File: config.mk
export PLATFORM = sky130hd
export DESIGN_NAME = framebuf_bank_scheduler
export DESIGN_NICKNAME = d
export VERILOG_FILES = /design/src/rtl/framebuf_bank_scheduler.sv
export SDC_FILE = /design/constraint.sdc
export NUM_CORES = 1
export LEC_CHECK = 0
export CAP_MARGIN = 10
export CORE_ASPECT_RATIO = 1.25
export CORE_UTILIZATION = 34
export CTS_CLUSTER_DIAMETER = 60
export DETAILED_ROUTE_END_ITERATION = 10
export PLACE_DENSITY = 0.85
export SLEW_MARGIN = 15
export SYNTH_ARGS = -nofsm -noshare
export SYNTH_HDL_FRONTEND = slang
export SYNTH_SLANG_ARGS = --single-unit
File: constraint.sdc
create_clock -name clk50 -period 4.6 [get_ports clk50]
set_input_delay 0.69 -clock clk50 [delete_from_list [all_inputs] [get_ports clk50]]
set_output_delay 0.69 -clock clk50 [all_outputs]
set_load 0.01 [all_outputs]
File: src/rtl/framebuf_bank_scheduler.sv
// framebuf_bank_scheduler: ping-pong bank controller for the camera frame buffer.
// Capture writes bank wr_bank while the painter reads rd_bank (= ~wr_bank).
// Banks swap only on a display vblank pulse, and only after a complete frame
// has been captured. A camera frame that would overwrite an unconsumed frame
// is dropped and counted.
//
// Ports:
//   clk50        system clock, all logic on posedge
//   rst          synchronous active-high reset
//   cap_sof      camera frame start pulse
//   cap_eof      camera last-pixel pulse (that pixel is still written)
//   cap_we       capture pixel write strobe
//   cap_addr     capture pixel address within a bank
//   disp_vblank  display vertical-blank entry pulse
//   disp_addr    painter read address within a bank
//   mem_we       gated write enable to the buffer RAM (zero latency)
//   mem_waddr    {wr_bank, cap_addr} (zero latency)
//   mem_raddr    {rd_bank, disp_addr} (zero latency)
//   wr_bank      bank owned by capture
//   rd_bank      bank owned by display
//   frame_valid  display bank holds a complete frame (sticky until rst)
//   swap_pulse   one-cycle pulse in the cycle after a swap
//   dropped      saturating count of discarded camera frames
module framebuf_bank_scheduler #(
    parameter int unsigned ADDR_W = 15,
    parameter int unsigned DROP_W = 8
) (
    input  logic              clk50,
    input  logic              rst,
    input  logic              cap_sof,
    input  logic              cap_eof,
    input  logic              cap_we,
    input  logic [ADDR_W-1:0] cap_addr,
    input  logic              disp_vblank,
    input  logic [ADDR_W-1:0] disp_addr,
    output logic              mem_we,
    output logic [ADDR_W:0]   mem_waddr,
    output logic [ADDR_W:0]   mem_raddr,
    output logic              wr_bank,
    output logic              rd_bank,
    output logic              frame_valid,
    output logic              swap_pulse,
    output logic [DROP_W-1:0] dropped
);

    typedef enum logic [1:0] {
        WAIT_SOF = 2'd0,
        WRITE    = 2'd1,
        PENDING  = 2'd2
    } state_t;

    localparam logic [DROP_W-1:0] DROP_MAX = {DROP_W{1'b1}};

    state_t state;
    state_t state_nxt;
    logic   wr_bank_nxt;
    logic   frame_valid_nxt;
    logic   swap_pulse_nxt;
    logic   drop_inc;

    // Next-state and registered-output decode.
    always_comb begin
        state_nxt       = state;
        wr_bank_nxt     = wr_bank;
        frame_valid_nxt = frame_valid;
        swap_pulse_nxt  = 1'b0;
        drop_inc        = 1'b0;
        unique case (state)
            WAIT_SOF: begin
                if (cap_sof) begin
                    state_nxt = WRITE;
                end
            end
            WRITE: begin
                // eof wins over a coincident sof; that new frame has nowhere to go
                if (cap_eof) begin
                    state_nxt = PENDING;
                    drop_inc  = cap_sof;
                end
            end
            PENDING: begin
                if (disp_vblank) begin
                    wr_bank_nxt     = ~wr_bank;
                    frame_valid_nxt = 1'b1;
                    swap_pulse_nxt  = 1'b1;
                    state_nxt       = cap_sof ? WRITE : WAIT_SOF;
                end else if (cap_sof) begin
                    drop_inc = 1'b1;
                end
            end
            default: begin
                state_nxt = WAIT_SOF;
            end
        endcase
    end

    // State and status registers.
    always_ff @(posedge clk50) begin
        if (rst) begin
            state       <= WAIT_SOF;
            wr_bank     <= 1'b0;
            frame_valid <= 1'b0;
            swap_pulse  <= 1'b0;
            dropped     <= '0;
        end else begin
            state       <= state_nxt;
            wr_bank     <= wr_bank_nxt;
            frame_valid <= frame_valid_nxt;
            swap_pulse  <= swap_pulse_nxt;
            if (drop_inc && (dropped != DROP_MAX)) begin
                dropped <= dropped + DROP_W'(1);
            end
        end
    end

    // Zero-latency memory-side paths keep pixel alignment unchanged.
    assign rd_bank   = ~wr_bank;
    assign mem_we    = cap_we && (state == WRITE) && !rst;
    assign mem_waddr = {wr_bank, cap_addr};
    assign mem_raddr = {rd_bank, disp_addr};

endmodule

==> results.ini, run 1 <==
[logic_synthesis]
syn_inst = 114
syn_area_um2 = 950
synth.avg_cell_area_um2 = 8.33
ys_cells = 114
numSynthFlops = 13
top_logic_kind = buffers and inverters
yosys_warnings = 0
ys_seq_share_pct = 27.4

[clock_tree]
cts-hold-fix-buffers = 0
cts_resized = 0
cts.path.max_buffers = 2
clockRootBuffer = clkbuf_4
clk_pin_slew_ps = 80

[hold_path]
hold_end = frame_valid$_SDFFE_PP0P_

[timing]
post-route-min-period_ps = 2920
finalSetupViolCount = 0
fin_crit_sh_pct = 63.4
relSlewSlack_pct = 62.5
fin_setup_tns_ps = 0
clock.fmax_ghz = 0.343
holdWs_ps = 491

[final_layout]
drive_gt1_share_pct = 7.69

[place]
place_area_um2 = 930

[critical_path]
r2r_slack_ps = 2680
max_stage_delay_ps = 690
path_common_cell = clkdlybuf4s50_1
path_max_fanout = 15
worstSetupStartpointType = input pin
cp_num_cells = 3
setup.worst_path.end = mem_we

[global_route]
antenna_found_initial = 0
grt_pass1_wl_um = 2890

[power]
p_total_mw = 0.267
powerDensity_nw_per_um2 = 279
power_clock_mw = 0.0749
comb-power_mw = 0.0660

[route]
avgViaCountPerCell = 5.12
drc = 0

[run_status]
status = complete, no violations

[floorplanning]
fp.dieH_um = 61.1

## run 1: metal layers
metal,vias to the layer above,track usage [%],wire [µm]
li1,340,-,-
met1,315,11.8,718
met2,44,22.7,924
met3,8,5.93,194
met4,0,7.56,31
met5,-,0,0
## run 1: logic make-up (layout without fill, tap and decap cells)
group | Yosys count | after routing
simple gates | 31 | 31
mux | 1 | 1
flops | 13 | 13
compound gates | 22 | 22
fa+ha+maj | 6 | 6
buf+inv | 40 | 30
xor+xnor | 1 | 1
## run 1: Yosys cell counts, types with 2 or more instances
| master | count | area share, % |
|---|---|---|
| o21ai_0 | 3 | 1.6 |
| or4_1 | 3 | 2.4 |
| buf_4 | 32 | 25 |
| or3_2 | 2 | 1.6 |
| ha_1 | 6 | 7.9 |
| nor2_1 | 7 | 2.8 |
| a21oi_1 | 11 | 5.8 |
| inv_1 | 6 | 2.4 |
| o31ai_1 | 3 | 2.4 |
| a211oi_1 | 2 | 1.6 |
| dfxtp_1 | 13 | 27 |
| buf_6 | 2 | 2.4 |
| nor4_1 | 2 | 1.3 |
| nand3_1 | 3 | 1.6 |
| nand2_1 | 6 | 2.4 |
## run 1: state kept, by name (all words and copies together), names as in the netlist
signal,cells
state,2
swap_pulse,1
frame_valid,1
wr_bank,1
dropped,8
## run 1: worst register-to-register path, cell delays in order (launching register included)
cell and delay [ps]:
dfxtp_1 400, inv_1 110, ha_1 280, nand2_1 70
a21o_1 260, nor4_1 330, mux2_2 360
## run 1: cell type report
cell class	instances	area [µm²]
fill	281	1700
multi-input combinational	61	404
sequential	13	260
timing repair buffer	20	200
tap	34	42.5
clock buffer	4	26.3
inverter	6	22.5
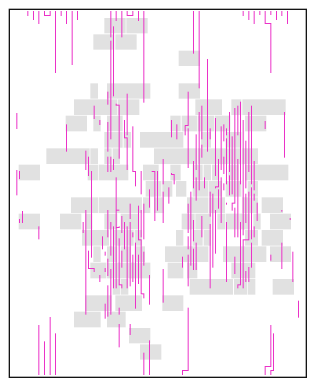
run_1/layer_met2.png
Scale: 6 px per µm. Cells faint in the background.
wire length on this layer: 924 µm
share of all routed wire: 49%
main direction: vertical

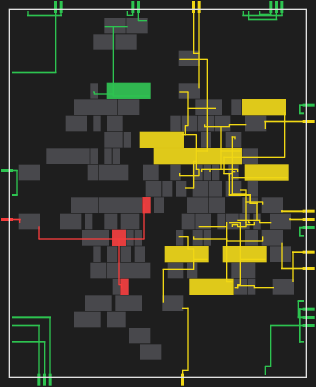
run_1/io_fan.png
Scale: 6 px per µm.
[red] `cap_eof` | bits: 1 | direction: input | edge: left | end cells: 3 | buffers: 1 | wire: 35.6 µm
[yellow] `dropped` | bits: 8 | direction: output | edge: 5 right, 2 top, 1 bottom | end cells: 8 | buffers: 8 | wire: 292 µm
[green] `mem_waddr` | bits: 16 | direction: output | edge: 7 top, 5 right, 3 bottom, 1 left | end cells: 1 | buffers: 1 | wire: 148 µm
I/O Pins: 81
Port Buf Inserts: 20

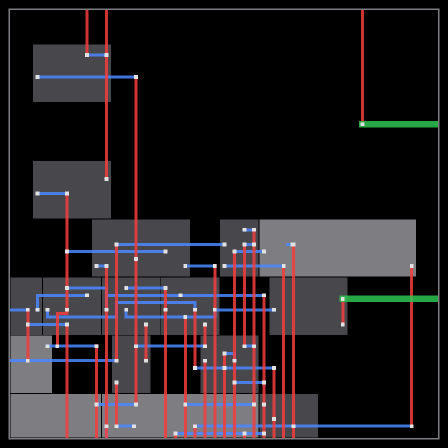
run_1/detail.png
Window x 27 to 47, y 36 to 56 µm. Cells in grey, sequential cells in the stronger grey; small squares are vias.
[green] metal 3
[red] metal 2
[blue] metal 1
sequential cells in the window: 3
netlist names of flops here include: `dropped` (3)
most frequent: a21oi_1 (3), dfxtp_1 (3), clkdlybuf4s50_1 (3)
cells with their middle in the window: 15

run_1/clocks.png
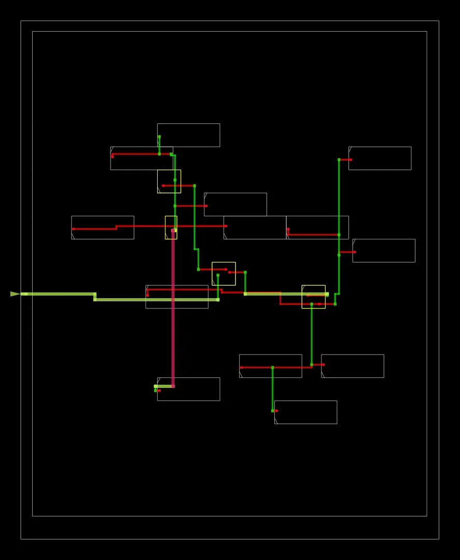

==> run 1 -> run 2 <==
CORE_UTILIZATION = 32   (was 34)
PLACE_DENSITY = 0.81   (was 0.85)
clock period = 3 ns   (was 4.6 ns; I/O delays follow)
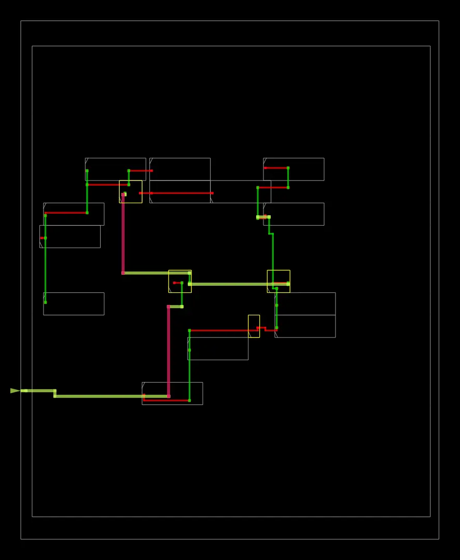
run_2/clocks.png
Flops: 13
clock sink count: 13
clock buf count: 4
Setup Skew: 9.62 ps

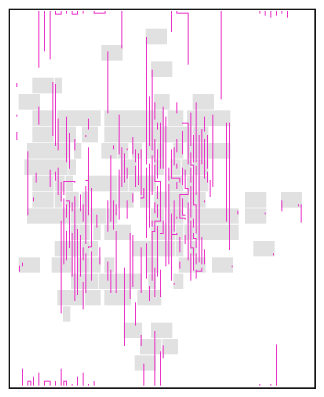
run_2/layer_met2.png
Scale: 6 px per µm. Cells faint in the background.
longest straight run: 24.8 µm
nets with wire on the layer: 122
routing usage on met2: 21.8%
routed vias: 750
wirelength, routed: 1860 µm

==> run 2 against run 1 <==
Against the previous run:
- register-to-register slack got worse by 1600 ps
- area after synthesis unchanged
- global-route usage decreased by 0.42 points
- sequential power increased by 54%
- critical endpoint unchanged
- critical path depth is 1 higher
- via count up 6.1%
- largest cell class unchanged
- flip-flop count unchanged
- clock skew rose by 3.9 ps
==> results.ini, run 2 <==
[run_status]
status = complete, no violations  ; unchanged

[timing]
fin_setup_tns_ps = 0  ; unchanged
finalSetupViolCount = 0  ; unchanged
fin_crit_sh_pct = 73.8
post-route-min-period_ps = 2210

[route]
m1WireLength_um = 686  ; was 718 µm
drc = 0  ; unchanged
top_layer = met4  ; unchanged
met3_length_um = 198  ; was 194 µm
avgViaCountPerCell = 5.40  ; was 5.12
wl_met2_um = 933  ; was 924 µm

[logic_synthesis]
synthSimpleGateAreaFrac_pct = 18.8  ; unchanged
ys_cells = 114  ; unchanged
ys_seq_share_pct = 27.4  ; unchanged
common_cells = buf_4, dfxtp_1, a21oi_1, nor2_1  ; unchanged
top_cell = buf_4  ; unchanged
synth.distinct_cells = 28  ; unchanged
area_leaders = dfxtp_1, buf_4, ha_1  ; unchanged
flop_cell = dfxtp_1  ; unchanged
syn_area_um2 = 950  ; unchanged
yosysTopAreaCell = dfxtp_1  ; unchanged
yosys_warnings = 0  ; unchanged
syn_inst = 114  ; unchanged
synth.avg_cell_area_um2 = 8.33  ; unchanged
numSynthFlops = 13  ; unchanged
top_logic_kind = buffers and inverters  ; unchanged

[clock_tree]
cts_buffers = 3  ; unchanged
cts.path.max_buffers = 2  ; unchanged
cts-hold-fix-buffers = 0  ; unchanged
clockRootBuffer = clkbuf_4  ; unchanged
clk_pin_slew_ps = 70  ; was 80 ps
h-tree-depth = 1  ; unchanged

[critical_path]
worstSetupStartpointType = input pin  ; unchanged
path_max_fanout = 15  ; unchanged

[final_layout]
largest_register = dropped  ; unchanged
top_regs = dropped: 8 flops, state: 2 flops  ; unchanged
largest_reg_flops = 8  ; unchanged
nFillCells = 290  ; was 281
logic_area_um2 = 404  ; unchanged
flop_area_um2 = 260  ; unchanged
drive_gt1_share_pct = 8.57  ; was 7.69%

[power]
p_total_mw = 0.401  ; was 0.267 mW
irDropWorstVdd_mv = 0.311  ; was 0.128 mV
powerDensity_nw_per_um2 = 416  ; was 279 nW/µm²

[floorplanning]
fp.dieH_um = 62.9  ; was 61.1 µm
pin_count = 81  ; unchanged

[place]
port_buffers = 20  ; unchanged

[global_route]
antenna_found_initial = 0  ; unchanged
grt_pass1_wl_um = 3020  ; was 2890 µm

-- run 2: cell counts after synthesis --
No cell type changed its count.
-- run 2: through the flow --
step	hold slack [ps]	instance area (µm²)	setup slack, ps
after CTS	489	963	774
after floorplan	501	950	1210
after global placement	470	937	783
after detailed placement	460	937	775
after global routing	551	963	740
final	485	963	787
-- run 2: path summary, 6_finish.rpt --
path | end | start | cells after the start | slack, ps
worst min-delay path | frame_valid$_SDFFE_PP0P_ | frame_valid$_SDFFE_PP0P_ | 2 | 490
worst min register to register | frame_valid$_SDFFE_PP0P_ | frame_valid$_SDFFE_PP0P_ | 2 | 490
worst max-delay path | mem_we | rst | 4 | 790
worst max register to register | dropped[5]$_SDFFE_PP0P_ | state[0]$_SDFFE_PP0P_ | 6 | 1060
-- run 2: metal layers --
| metal | vias to the layer above | global-route usage, % |
|---|---|---|
| met3 | 10 | 5.60 |
| met1 | 355 | 11.0 |
| met5 | - | 0 |
| li1 | 341 | - |
| met2 | 44 | 21.8 |
| met4 | 0 | 6.60 |
-- run 2: layout make-up --
cell class | instances | share of cell area (%)
well taps | 34 | 4.42
inverters | 6 | 2.34
multi-input cells | 61 | 41.9
flip-flops and latches | 13 | 27.0
clock buffers | 4 | 2.73
repair buffers | 21 | 21.6
-- run 2: critical path, stage by stage --
cell and delay (ps):
clkdlybuf4s50_1 400, buf_4 180, and3b_1 210, clkdlybuf4s50_1 520
-- run 2: power breakdown --
group	switching, mW	internal (mW)
registers	0.0109	0.183
clock network	0.0552	0.0515
logic	0.0518	0.0488
-- run 2: cells by family after synthesis --
kind of cell               after synthesis
buffers and inverters                   40
and+or+nand+nor                         31
AOI/OAI and AO/OA                       22
DFF                                     13
adders and majority gates                6
xor gates and xnor gates                 1
muxes                                    1
==> run 2 -> run 3 <==
CORE_UTILIZATION = 29   (was 32)
PLACE_DENSITY = 0.77   (was 0.81)
clock period = 1.87 ns   (was 3 ns; I/O delays follow)
==> run 3 against run 2 <==
Against the previous run:
- first-iteration DRC count down 5.3%
- critical path depth grew 2
- highest routed layer unchanged
- final cell count grew 4.3%
- combinational power increased by 82%
- die size grew 10%
- sequential share of layout area decreased by 1.2 points
- flip-flop count unchanged
- area after synthesis unchanged
- hold slack gained 12 ps
- final area is 6.5% higher
- synthesized cell count unchanged
==> results.ini, run 3 <==
[run_status]
status = complete, no violations  ; unchanged

[timing]
clock.fmax_ghz = 0.555
finalSetupViolCount = 0  ; unchanged
fin_crit_sh_pct = 96.3
fin_ws_ps = 69.2  ; was 787 ps
post-route-min-period_ps = 1800

[power]
p_total_mw = 0.678  ; was 0.401 mW
top_power_group = registers  ; unchanged
sw_frac_of_total_pct = 30.6  ; was 29.4%
p_int_mw = 0.470  ; was 0.283 mW
powerDensity_nw_per_um2 = 661  ; was 416 nW/µm²
comb_power_share_pct = 27.1  ; was 25.1%
comb-power_mw = 0.184  ; was 0.101 mW
p_seq_share_pct = 45.8  ; was 48.3%

[critical_path]
max_stage_delay_ps = 370  ; was 520 ps
path_cells = inv_1, ha_1, nand2_1, a21o_4, nor4_4, mux2_2  ; was clkdlybuf4s50_1, buf_4, and3b_1, clkdlybuf4s50_1
r2r_slack_ps = 70  ; was 1060 ps
reg2regPathDepth = 6  ; unchanged
critPathSlowestCell = dfxtp_4  ; was clkdlybuf4s50_1
crit_family = flip-flops  ; was buffers and inverters
r2r-end = dropped[5]$_SDFFE_PP0P_  ; unchanged
path_buffers = 1  ; was 3

[clock_tree]
clockRootBuffer = clkbuf_4  ; unchanged
cts.path.max_buffers = 2  ; unchanged
h-tree-depth = 1  ; unchanged
clock_sinks = 13  ; unchanged

[global_route]
grt_use_met3_pct = 3.68  ; was 5.60%
grt_util_met1_pct = 11.7  ; was 11.0%
grt_pass1_wl_um = 3020  ; unchanged
grt-busiest-layer = met2  ; unchanged

[logic_synthesis]
common_cells = buf_4, dfxtp_1, a21oi_1, nor2_1  ; unchanged
area_leaders = dfxtp_1, buf_4, ha_1  ; unchanged
ys_cells = 114  ; unchanged
syn_area_um2 = 950  ; unchanged
synth.avg_cell_area_um2 = 8.33  ; unchanged
yosys_warnings = 0  ; unchanged
yosys.area.top_type_share_pct = 27.4  ; unchanged
top_cell = buf_4  ; unchanged

[route]
drc = 0  ; unchanged
avgViaCountPerCell = 5.05  ; was 5.40

[place]
port_buffers = 20  ; unchanged

[final_layout]
drive_gt1_share_pct = 15.6  ; was 8.57%
largest_reg_flops = 8  ; unchanged

## run 3: cell counts after synthesis
Identical to the previous run, type by type.
## run 3: per-layer routing
layer  wire length (µm)  vias up
met5                  0        -
met3                155       13
li1                   -      350
met1                707      346
met4                 52        0
met2                948       23
## run 3: what timing repair did
item | 4_1_cts | 5_1_grt
resized | 3 | 5
setup endpoints to repair | 3 | 4
hold buffers | 0 | 0
## run 3: area by class of cell
| type | count | area [µm²] |
|---|---|---|
| Tap cell | 36 | 45.0 |
| Inverter | 6 | 22.5 |
| Fill cell | 321 | 2000 |
| Clock buffer | 4 | 26.3 |
| Sequential cell | 13 | 265 |
| Timing Repair Buffer | 25 | 240 |
| Multi-Input combinational cell | 61 | 427 |
## run 3: metrics by stage
step           hold slack, ps  std cells  TNS (ps)
3_5_place_dp              477        141      -187
2_1_floorplan             353        114         0
3_3_place_gp              464        141     -44.4
5_1_grt                   546        145         0
6_report                  498        145         0
4_1_cts                   508        145         0
## run 3: kinds of logic after synthesis
family          after synthesis  synth area share (%)
xor+xnor                      1                 0.922
fa+ha+maj                     6                  7.90
simple gates                 31                  18.8
mux                           1                  1.19
buf+inv                      40                  30.0
flops                        13                  27.4
compound gates               22                  13.7
## run 3: how the worst max path moves through the flow
stage,slack [ps],cells past startpoint,to,startpoint
global placement,-40,5,dropped[5]$_SDFFE_PP0P_,disp_vblank
CTS,3,4,mem_we,state[0]$_SDFFE_PP0P_
global route,4,6,dropped[3]$_SDFFE_PP0P_,state[1]$_SDFFE_PP0P_
detailed placement,-100,5,dropped[5]$_SDFFE_PP0P_,cap_eof
finish,70,6,dropped[5]$_SDFFE_PP0P_,state[1]$_SDFFE_PP0P_
floorplan,80,7,dropped[5]$_SDFFE_PP0P_,state[0]$_SDFFE_PP0P_
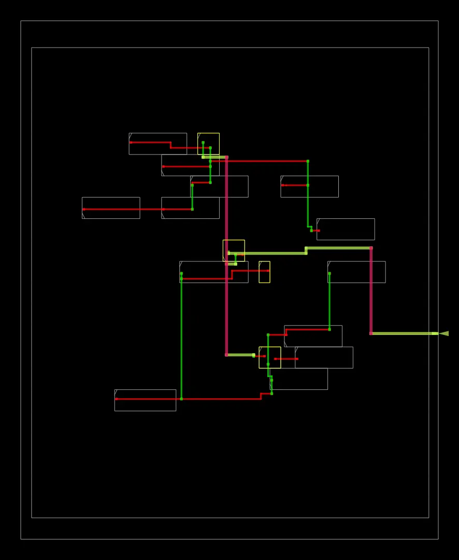
run_3/clocks.png
P_clk: 0.183 mW
Setup Skew: 6.88 ps
CTS buffer count: 3
Clock Latency Late Sink: 290 ps

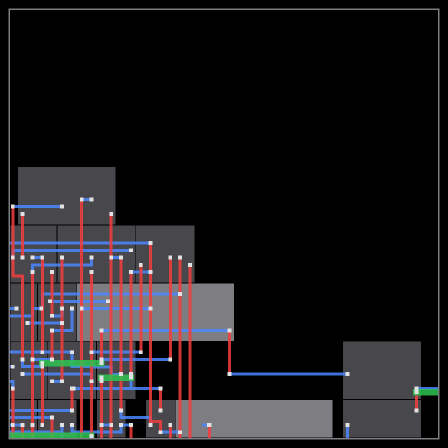
run_3/detail.png
Window x 30 to 50, y 39 to 59 µm. Cells in grey, sequential cells in the stronger grey; small squares are vias.
[green] metal 3
[red] metal 2
[blue] metal 1
cells with their middle in the window: 17
netlist names of flops here include: `dropped` (2)
sequential cells in the window: 2

Power is estimated from default activity; no workload was simulated.
